[src/rtl/rv32_types_pkg.sv]
// rtl/rv32_types_pkg.sv - shared pipeline types for the rv32 core
package rv32_types;

    typedef struct packed {
        logic        do_jump;
        logic [31:0] to;
    } jump_request_t;

    typedef struct packed {
        logic        do_interrupt;
        logic [31:0] to;
    } interrupt_request_t;

    typedef struct packed {
        logic [31:0] pc;
        logic        generate_nop;
    } fetch_decode_buffer_t;

    typedef enum logic [1:0] {
        BOOT = 2'd0,
        RUN  = 2'd1,
        MISS = 2'd2
    } fetch_state_t;

    function automatic logic [31:0] align_word(input logic [31:0] a);
        return a & ~32'd3;
    endfunction

endpackage

[src/rtl/rv32_fetch_pc_select.sv]
// rtl/rv32_fetch_pc_select.sv - priority mux choosing the next fetch address
module rv32_fetch_pc_select
    import rv32_types::*;
(
    input  interrupt_request_t interrupt_request,
    input  jump_request_t      jump_request,
    input  logic               pend_valid,
    input  logic [31:0]        pend_pc,
    input  logic               stall,
    input  logic               dec_nop,
    input  logic [31:0]        dec_pc,
    input  logic [31:0]        fpc,
    output logic [31:0]        addr,
    output logic               redirect,
    output logic               replay
);

    always_comb begin
        addr     = fpc;
        redirect = 1'b1;
        replay   = 1'b0;
        if (interrupt_request.do_interrupt) begin
            addr = align_word(interrupt_request.to);
        end else if (jump_request.do_jump) begin
            addr = align_word(jump_request.to);
        end else if (pend_valid) begin
            addr = pend_pc;
        end else if (stall && !dec_nop) begin
            // a bubble in decode has nothing worth replaying
            addr     = dec_pc;
            redirect = 1'b0;
            replay   = 1'b1;
        end else begin
            redirect = 1'b0;
        end
    end

endmodule

[src/rtl/rv32_fetch_stage.sv]
// rtl/rv32_fetch_stage.sv - fetch stage feeding the fetch/decode buffer
module rv32_fetch_stage
    import rv32_types::*;
#(
    parameter logic [31:0] RESET_PC = 32'h8000_0000
) (
    input  logic                 clk,
    input  logic                 resetn,
    input  logic                 stop,
    input  logic                 stall,
    input  jump_request_t        jump_request,
    input  interrupt_request_t   interrupt_request,
    output fetch_decode_buffer_t fetch_decode_buff,
    output logic [31:0]          instr_addr,
    output logic                 instr_req,
    input  logic                 instr_gnt,
    output logic [31:0]          fetch_count
);

    logic [31:0]  dec_pc;
    logic         dec_nop;
    logic [31:0]  fpc;
    logic [31:0]  last_addr;
    logic         pend_valid;
    logic [31:0]  pend_pc;
    fetch_state_t state;
    fetch_state_t state_next;

    logic [31:0]  sel_addr;
    logic         redirect;
    logic         replay;

    rv32_fetch_pc_select u_pc_select (
        .interrupt_request (interrupt_request),
        .jump_request      (jump_request),
        .pend_valid        (pend_valid),
        .pend_pc           (pend_pc),
        .stall             (stall),
        .dec_nop           (dec_nop),
        .dec_pc            (dec_pc),
        .fpc               (fpc),
        .addr              (sel_addr),
        .redirect          (redirect),
        .replay            (replay)
    );

    // during a freeze the memory must keep seeing the request it already accepted
    assign instr_addr = stop ? last_addr : sel_addr;
    assign instr_req  = resetn;

    assign fetch_decode_buff.pc           = dec_pc;
    assign fetch_decode_buff.generate_nop = dec_nop;

    always_comb begin
        state_next = state;
        if (!stop) begin
            if (!instr_gnt) begin
                state_next = (state == BOOT) ? BOOT : MISS;
            end else if (!replay) begin
                state_next = RUN;
            end
        end
    end

    always_ff @(posedge clk) begin
        if (!resetn) begin
            state       <= BOOT;
            dec_pc      <= RESET_PC;
            dec_nop     <= 1'b1;
            fpc         <= RESET_PC;
            last_addr   <= RESET_PC;
            pend_valid  <= 1'b0;
            pend_pc     <= 32'd0;
            fetch_count <= 32'd0;
        end else begin
            state <= state_next;
            if (stop) begin
                if (interrupt_request.do_interrupt) begin
                    pend_valid <= 1'b1;
                    pend_pc    <= align_word(interrupt_request.to);
                end else if (jump_request.do_jump) begin
                    pend_valid <= 1'b1;
                    pend_pc    <= align_word(jump_request.to);
                end
            end else begin
                last_addr  <= sel_addr;
                pend_valid <= 1'b0;
                if (!instr_gnt) begin
                    dec_nop <= 1'b1;
                    fpc     <= sel_addr;
                end else if (redirect || !replay) begin
                    dec_pc      <= sel_addr;
                    dec_nop     <= 1'b0;
                    fpc         <= sel_addr + 32'd4;
                    fetch_count <= fetch_count + 32'd1;
                end
            end
        end
    end

endmodule

[config.mk]
export PLATFORM = sky130hd
export DESIGN_NAME = rv32_fetch_stage
export DESIGN_NICKNAME = d
export VERILOG_FILES = /design/src/rtl/rv32_types_pkg.sv /design/src/rtl/rv32_fetch_pc_select.sv /design/src/rtl/rv32_fetch_stage.sv
export SDC_FILE = /design/constraint.sdc
export NUM_CORES = 1
export LEC_CHECK = 0
export ABC_AREA = 1
export CAP_MARGIN = 20
export CORE_MARGIN = 3
export CORE_UTILIZATION = 30
export DETAILED_ROUTE_END_ITERATION = 10
export DONT_BUFFER_PORTS = 1
export MAX_ROUTING_LAYER = met4
export PLACE_DENSITY = 0.49
export SYNTH_ARGS = -nofsm -noshare
export SYNTH_HDL_FRONTEND = slang
export SYNTH_SLANG_ARGS = --single-unit
[constraint.sdc]
create_clock -name clk -period 5.9 [get_ports clk]
set_clock_uncertainty 0.2 [all_clocks]
set_input_delay 1.18 -clock clk [delete_from_list [all_inputs] [get_ports clk]]
set_output_delay 1.18 -clock clk [all_outputs]
set_load 0.005 [all_outputs]
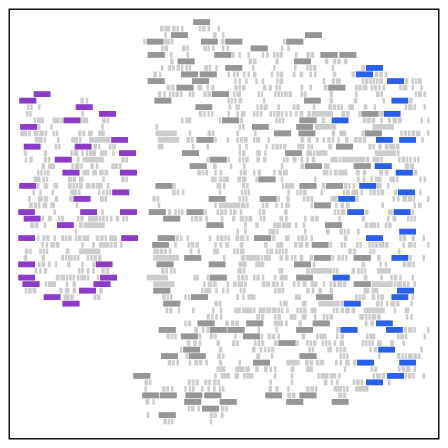
Fig. 1. Sequential cells coloured by netlist name.
fetch_count -> purple  # sequential cells 32
pend_pc -> blue  # sequential cells 30, where a vertical strip on the right
not coloured = 98
sequential power: 1.18 mW
share of the final layout cell area in sequential cells: 0.3317

==> Slide: Implementation Results <==
Run Summary

Outcome
  – Status: completed

Floorplan
  – Core area: 28,860 µm²
  – Number of rows created at floorplan: around 62
  – Die area: 31,590 µm²
  – Initial core utilization: 0.3066
  – Die span in x: 177.7 µm

STA
  – Tcrit/Tclk final: 0.7843
  – Setup_tns: 0 ns
  – Transition time at the pin with the least slew margin: 1.050 ns

Synth
  – Number of standard cells after synthesis: 1,377
  – Post-synth top area share: 0.3620
  – Average cell area after synthesis: approximately 6.4 µm²
  – Number of different library cells in the post-synthesis netlist: around 43
  – Top area cells in the synthesized netlist: sky130_fd_sc_hd__dfxtp_1, sky130_fd_sc_hd__nand2_1, sky130_fd_sc_hd__a21oi_1, sky130_fd_sc_hd__inv_1, sky130_fd_sc_hd__o21ai_0
  – Register area share after synthesis: 0.3620
  – Flip-flop and latch count after synthesis: 160

Routing
  – Aggregate routed wire length: 29.29 mm
  – Number of nets still failing antenna checks after routing: 0
  – Vias post-DR: 8,496
  – Iteration-0 DRC Markers: 671

Clocking
  – Number of clock sinks seen by CTS: 160
  – Clock Latency Late Sink: 0.43 ns
  – Postcts setup bufs: 0
  – Root buf cell: sky130_fd_sc_hd__clkbuf_16

Final layout
  – Final nets: 1,410
  – Fraction of final layout cells with drive strength greater than 1: 0.07481
  – Fin cells: between 1,500 and 2,000
  – Post-route cell area: 9657 µm²
  – Top Layout Cells: sky130_fd_sc_hd__nand2_1, sky130_fd_sc_hd__dfxtp_1, sky130_fd_sc_hd__inv_1

GRT
  – Antenna violations before repair: 0
  – Maximum number of pins on one net before global-route repair: 83

Critical path
  – CP top delay family: AND-OR/OR-AND gates
  – Critical-path maximum fanout: 31
  – Worst setup EP type: output pin
  – Worst EP required: ~4.5 ns

Place
  – Post-detailed-placement half-perimeter wirelength: ~21 mm
  – Final RePlAce weighted congestion: 0.8807
  – Cell area after placement: 9087 µm²

Pwr
  – Switch Pwr: 0.8271 mW
  – Flop pwr share: 0.440
  – Fraction of power spent switching nets: 0.3076

Min path
  – Hold Path Class: register to register

Job
  – Number of OpenROAD warnings: 30
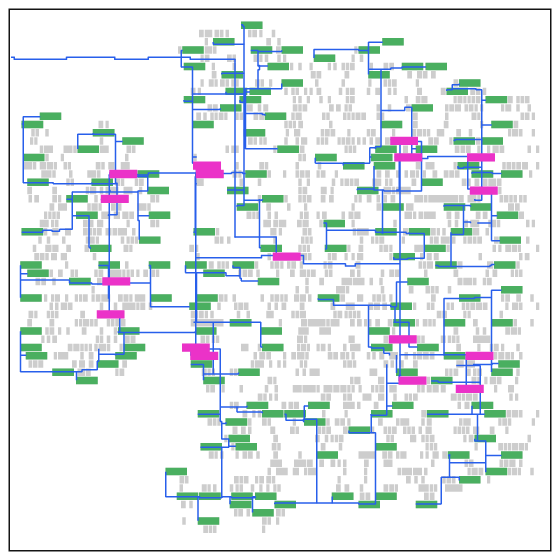
Fig. 2. Clock wires, drivers and flops.
clock wires -> blue  # length 2,460 µm
clock-net drivers -> magenta  # count 17
flip-flops -> green  # count 160
routed clock nets = 18

==> power groups by stage <==
stage / Combinational [mW] / Sequential [mW] / Clock [mW]
5_1_grt: 0.466 / 1.19 / 1.17
3_5_place_dp: 0.407 / 1.21 / 0
3_3_place_gp: 0.401 / 1.21 / 0
4_1_cts: 0.409 / 1.18 / 1.13
6_report: 0.407 / 1.18 / 1.10
2_1_floorplan: 0.317 / 1.19 / 0
==> metrics by stage <==
| stage | power [mW] | setup WS [ns] |
|---|---|---|
| 2_1_floorplan | 1.510 | 2.251 |
| 3_3_place_gp | 1.607 | 1.260 |
| 3_5_place_dp | 1.614 | 1.243 |
| 4_1_cts | 2.720 | 1.240 |
| 5_1_grt | 2.821 | 1.107 |
| 6_report | 2.689 | 1.273 |
==> worst reg2reg max path, delay by kind of cell, from the launching register on <==
| kind | cells | cell delay [ns] |
|---|---|---|
| xor+xnor | 1 | 0.12 |
| buf+inv | 3 | 1.28 |
| flops | 1 | 0.31 |
| simple gates | 8 | 1.21 |
==> layer usage <==
layer  vias up  global-route usage  part of all wire
met5         -                   -                 0
met2       252              0.2850              0.43
met1      3840              0.2519              0.47
met4         0             0.05301             0.019
li1       4371                   -                 -
met3        33             0.05135             0.083
==> layout make-up <==
class                   count  area (µm²)  area share
multi-input cells         985        4696      0.4863
inverters                 163       613.1     0.06349
clock buffers              19       442.9     0.04587
well taps                 384       480.5     0.04975
flip-flops and latches    160        3203      0.3317
clock inverters            13       126.4     0.01309
repair buffers             10       95.09    0.009847
==> cell usage after synthesis, drive strengths merged <==
library cell,number
xnor2,8
nor4,4
and3,1
a211oi,7
a21boi,1
o22ai,1
ha,2
o21ai,113
a31oi,25
a21oi,157
clkbuf,38
o211ai,1
and2,1
nand3,79
nand2,404
or3,1
nor3,22
or2,2
nor2,119
a221oi,1
nand4,23
xor2,12
inv,160
dfxtp,160
clkinv,3
buf,31
o21ba,1
==> path summary, 6_finish.rpt <==
kind	from	end	slack (ns)	cells past startpoint
max	interrupt_request[32]	instr_addr[31]	1.27	7
min	fpc[3]$_SDFFE_PN0P_	fpc[3]$_SDFFE_PN0P_	0.27	2
max reg2reg	pend_valid$_SDFFE_PN0N_	fetch_count[27]$_SDFFE_PN0P_	2.64	12
min reg2reg	fpc[3]$_SDFFE_PN0P_	fpc[3]$_SDFFE_PN0P_	0.27	2
==> kinds of logic after synthesis <==
family	count (synthesis)	share of synthesized area
flops	160	0.3620
simple gates	656	0.3191
compound gates	307	0.1881
fa+ha+maj	2	0.002828
xor+xnor	20	0.01980
buf+inv	232	0.1082
==> flip-flops by register name, indices dropped and copies added (netlist names) <==
| register | count |
|---|---|
| dec_pc | 32 |
| fetch_count | 32 |
| fpc | 32 |
| last_addr | 32 |
| pend_pc | 30 |
| dec_nop | 1 |
| pend_valid | 1 |
Power figures rest on the tool's default switching activity, not on a simulated workload.
